**Clock wires, drivers and flops**

Bar = 20 um.
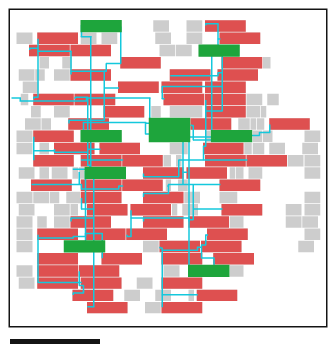
**Zoomed window**

Window x 15 to 55, y 1 to 41 um. Cells in gray, sequential cells in the stronger gray; small squares are vias.
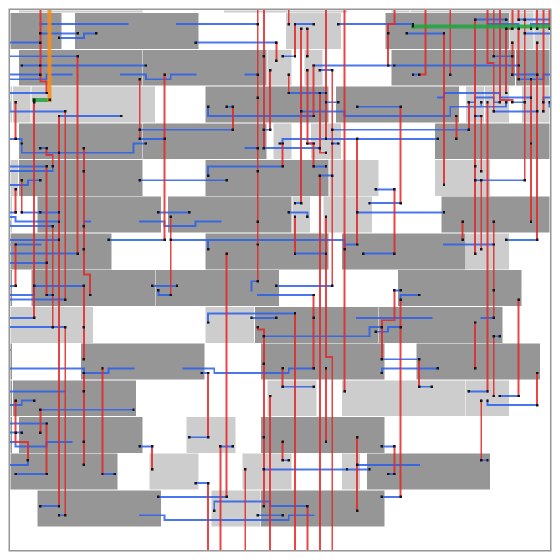
**src/rtl/trace_pkg.sv**
```systemverilog
// rtl/trace_pkg.sv - shared colours, pixel bundle and pipeline latency for the trace renderer
package trace_pkg;

    typedef logic [11:0] rgb_t;

    localparam rgb_t TRACE_COLOR = 12'hFFF;
    localparam rgb_t EDGE_COLOR  = 12'h0F0;
    localparam rgb_t GRID_COLOR  = 12'h333;
    localparam rgb_t BG_COLOR    = 12'h000;

    localparam int PIPE_LAT = 3;

    typedef struct packed {
        logic        video_on;
        logic [10:0] y;
        logic [10:0] x;
    } pix_t;

endpackage

```
**src/rtl/sync_delay.sv**
```systemverilog
// rtl/sync_delay.sv - fixed-depth shift-register delay line with asynchronous active-low clear
module sync_delay #(
    parameter int WIDTH = 1,
    parameter int DEPTH = 3
)(
    input  logic             clk,
    input  logic             reset,
    input  logic [WIDTH-1:0] din,
    output logic [WIDTH-1:0] dout
);

    logic [WIDTH-1:0] stages [DEPTH];

    always_ff @(posedge clk or negedge reset) begin
        if (!reset) begin
            for (int i = 0; i < DEPTH; i++) begin
                stages[i] <= '0;
            end
        end else begin
            stages[0] <= din;
            for (int i = 1; i < DEPTH; i++) begin
                stages[i] <= stages[i-1];
            end
        end
    end

    assign dout = stages[DEPTH-1];

endmodule

```
**src/rtl/trace_renderer.sv**
```systemverilog
// rtl/trace_renderer.sv - three-stage digital trace pixel renderer fed by a scrolling sample store
// Dotted column grid is only built when TRACE_GRID_EN is defined.
module trace_renderer
    import trace_pkg::*;
#(
    parameter int ADDR_WIDTH = 9,
    parameter int H_ACTIVE   = 480,
    parameter int Y_HIGH     = 100,
    parameter int Y_LOW      = 200
)(
    input  logic                  clk,
    input  logic                  reset,
    input  logic [10:0]           x,
    input  logic [10:0]           y,
    input  logic                  video_on,
    input  logic                  hsync_in,
    input  logic                  vsync_in,
    output logic [ADDR_WIDTH-1:0] addr_r,
    input  logic                  sample,
    output logic [11:0]           rgb,
    output logic                  hsync,
    output logic                  vsync
);

    localparam logic [10:0] H_LIM = 11'(H_ACTIVE);
    localparam logic [10:0] Y_HI  = 11'(Y_HIGH);
    localparam logic [10:0] Y_LO  = 11'(Y_LOW);

    pix_t       pix_in;
    pix_t       pix2;
    logic [1:0] sync_in;
    logic [1:0] sync_out;
    rgb_t       rgb_next;
    logic       prev_sample;
    logic       prev_eff;
    logic       col_active;
    logic       in_band;
    logic       on_level;
    logic       edge_hit;

    // Stage 1: columns beyond the drawn area park the store address at 0.
    always_ff @(posedge clk or negedge reset) begin
        if (!reset) begin
            addr_r <= '0;
        end else if (x < H_LIM) begin
            addr_r <= x[ADDR_WIDTH-1:0];
        end else begin
            addr_r <= '0;
        end
    end

    assign pix_in  = '{video_on: video_on, y: y, x: x};
    assign sync_in = {hsync_in, vsync_in};

    sync_delay #(.WIDTH($bits(pix_t)), .DEPTH(PIPE_LAT - 1)) u_pix_dly (
        .clk   (clk),
        .reset (reset),
        .din   (pix_in),
        .dout  (pix2)
    );

    sync_delay #(.WIDTH(2), .DEPTH(PIPE_LAT)) u_sync_dly (
        .clk   (clk),
        .reset (reset),
        .din   (sync_in),
        .dout  (sync_out)
    );

    assign hsync = sync_out[1];
    assign vsync = sync_out[0];

    // Stage 2: column 0 compares against itself so no edge appears at the left border.
    always_comb begin
        col_active = (pix2.x < H_LIM);
        prev_eff   = (pix2.x == '0) ? sample : prev_sample;
        in_band    = (pix2.y >= Y_HI) && (pix2.y <= Y_LO);
        on_level   = sample ? (pix2.y == Y_HI) : (pix2.y == Y_LO);
        edge_hit   = col_active && (sample != prev_eff) && in_band;

        rgb_next = BG_COLOR;
        if (!pix2.video_on) begin
            rgb_next = '0;
        end else if (edge_hit) begin
            rgb_next = EDGE_COLOR;
        end else if (col_active && on_level) begin
            rgb_next = TRACE_COLOR;
        end
`ifdef TRACE_GRID_EN
        else if (col_active && (pix2.x[4:0] == 5'd0) && !pix2.y[0]) begin
            rgb_next = GRID_COLOR;
        end
`endif
    end

    // Stage 3
    always_ff @(posedge clk or negedge reset) begin
        if (!reset) begin
            rgb         <= '0;
            prev_sample <= 1'b0;
        end else begin
            rgb <= rgb_next;
            if (col_active) begin
                prev_sample <= sample;
            end
        end
    end

endmodule

```
**config.mk**
```make
export PLATFORM = sky130hd
export DESIGN_NAME = trace_renderer
export DESIGN_NICKNAME = d
export VERILOG_FILES = /design/src/rtl/trace_pkg.sv /design/src/rtl/sync_delay.sv /design/src/rtl/trace_renderer.sv
export SDC_FILE = /design/constraint.sdc
export NUM_CORES = 1
export LEC_CHECK = 0
export CORE_UTILIZATION = 45
export CTS_BUF_LIST = sky130_fd_sc_hd__clkbuf_16
export DETAILED_ROUTE_END_ITERATION = 10
export PLACE_DENSITY = 0.71
export SLEW_MARGIN = 0
export SYNTH_ARGS = -nofsm -noshare
export SYNTH_HDL_FRONTEND = slang
export SYNTH_HIERARCHICAL = 1
export SYNTH_SLANG_ARGS = --single-unit
```
**constraint.sdc**
```tcl
create_clock -name clk -period 2 [get_ports clk]
set_input_delay 0.4 -clock clk [delete_from_list [all_inputs] [get_ports clk]]
set_output_delay 0.4 -clock clk [all_outputs]
set_load 0.02 [all_outputs]
```
==> results_slide.txt <==
Run Summary

Setup path
  • Worst path max stage delay: 650 ps
  • CP Buf/Inv Count: 1
  • Worst setup SP type: register
  • Crit path max fanout: 8
  • Slowest cell on the critical path: clkdlybuf4s50_1

Min path
  • HP Class: in2async

Synth
  • Register share after synthesis: 76.5%
  • Biggest area cells: dfrtp_1 77%, buf_4 13%, and2_1 2.7%
  • Mean area per synthesized cell: 15.6 sq um
  • Top area contributor share: 76.5%
  • Post-Syn Area: 2090 sq um
  • Post-Synthesis Cells: 134

GRT
  • Wire length of the first global-routing pass: 4.87 mm
  • Total congestion overflow: 0
  • Largest net degree at the start of global routing: 48
  • Initial antenna violation count: 0
  • GRT Overall Usage: 13.9%

Placement
  • I/O Buffers: 50
  • Setup WS pre-CTS: 104 ps

CTS
  • Clock root buffer: clkbuf_16
  • Clock Sinks: 64
  • CTS tree: done
  • Setup Buffers After CTS: 0
  • Post-CTS Resized: 0
  • H-tree levels: 3

Route
  • WL final: 2.96 mm
  • Total number of vias: 987

Floorplan
  • Die area: 4930 sq um
  • Die W: 70.2 um
  • Io pins: 51

Timing
  • Final worst slack: 203 ps
  • Worst Tran Pin Value: 641 ps
  • Slew margin rel.: 57.0%
  • Setup violators final: 0
  • Setup_tns: 0 ps
  • Clock Skews: 3.87 ps
  • Fin. Hold Viols: 0

Final layout
  • Nets: 189
  • Final Non-Filler Cells: 216

Flow run
  • Maxcap violations: 0

Power
  • Pleak: 1.16 nW

Status
  • Status: complete, no violations
-- 'clock wires, drivers and flops' (at the start) --
[cells driving clock nets] green | count: 9
[clock wires] cyan | length: 665 um
[flip-flops] red | count: 64
routed clock nets	10

-- 'zoomed window' (at the start) --
layer	color
met3	green
met2	red
met4	orange
met1	blue
cells with their middle in the window	59
most frequent	dfrtp_1 (33), clkdlybuf4s50_1 (8), clkbuf_16 (3)
netlist names of flops here include	u_pix_dly/dout (15), u_pix_dly/stages (13), u_sync_dly/dout (2)
sequential cells in the window	33

[path summary, 6_finish.rpt]
| check | from | endpoint | slack [ps] | cells past startpoint |
|---|---|---|---|---|
| worst max register to register | u_pix_dly/dout[15]$_DFF_PN0_ | rgb[10]$_DFF_PN0_ | 510 | 4 |
| max in group asynchronous | reset | u_pix_dly/dout[22]$_DFF_PN0_ | 1400 | 2 |
| worst max-delay path | rgb[10]$_DFF_PN0_ | rgb[11] | 200 | 1 |
| min in group clk | u_pix_dly/stages[28]$_DFF_PN0_ | u_pix_dly/dout[5]$_DFF_PN0_ | 340 | 0 |
| worst min-delay path | reset | addr_r[0]$_DFF_PN0_ | 20 | 1 |
| worst min register to register | u_pix_dly/stages[28]$_DFF_PN0_ | u_pix_dly/dout[5]$_DFF_PN0_ | 340 | 0 |
[cell usage after synthesis (2+ instances only)]
| cell type | number |
|---|---|
| dfrtp_1 | 64 |
| buf_4 | 35 |
| and2_1 | 9 |
| nor2_1 | 4 |
| nor3_1 | 3 |
| a21oi_1 | 2 |
[cell type report]
type / count / area (sq um)
Multi-Input combinational cell: 35 / 229
Tap cell: 52 / 65.1
Clock buffer: 9 / 225
Fill cell: 332 / 1760
Timing Repair Buffer: 51 / 515
Clock inverter: 5 / 18.8
Sequential cell: 64 / 1600
[where the power goes]
group	switching [mW]	total, mW	internal (mW)
registers	0.0237	1.39	1.36
logic	0.0645	0.146	0.0816
clock network	0.461	1.26	0.797
total	0.549	2.79	2.24
[registers in the layout, indices dropped and copies added, names as in the netlist]
name,flops
rgb,2
u_sync_dly/dout,2
addr_r,9
prev_sample,1
u_sync_dly/stages,4
u_pix_dly/stages,23
u_pix_dly/dout,23
[layout by cell type (no fill, tap or decap), types with 2 or more instances in the layout]
cell,Yosys,routed
a21oi_1,2,2
and2_1,9,9
clkbuf_16,0,9
clkdlybuf4s50_1,0,49
clkinv_1,0,3
dfrtp_1,64,64
inv_1,0,2
nor2_1,4,4
nor3_1,3,3
[metrics by stage]
stage                     power, mW  hold WS, ps  area (sq um)
after global placement         1.54          332          2410
after floorplan                1.47          104          2090
after detailed placement       1.55          335          2410
after CTS                      2.82         17.8          2660
final                          2.79         19.0          2660
after global routing           2.90         36.5          2660
[kinds of logic (layout without fill, tap and decap cells)]
logic type	after synthesis	in the layout	synth area share [%]
AND-OR/OR-AND	5	5	1.55
XOR/XNOR	1	1	0.418
buffers and inverters	35	65	12.6
flip-flops	64	64	76.5
multiplexers	1	1	0.538
AND/OR/NAND/NOR	28	28	8.43
[per-layer routing]
metal | track usage, % | share of wire, %
met1 | 14.3 | 40
met2 | 23.6 | 54
met3 | 5.92 | 5.0
met4 | 8.00 | 0.98
met5 | 0 | 0
Power figures rest on the tool's default switching activity, not on a simulated workload.
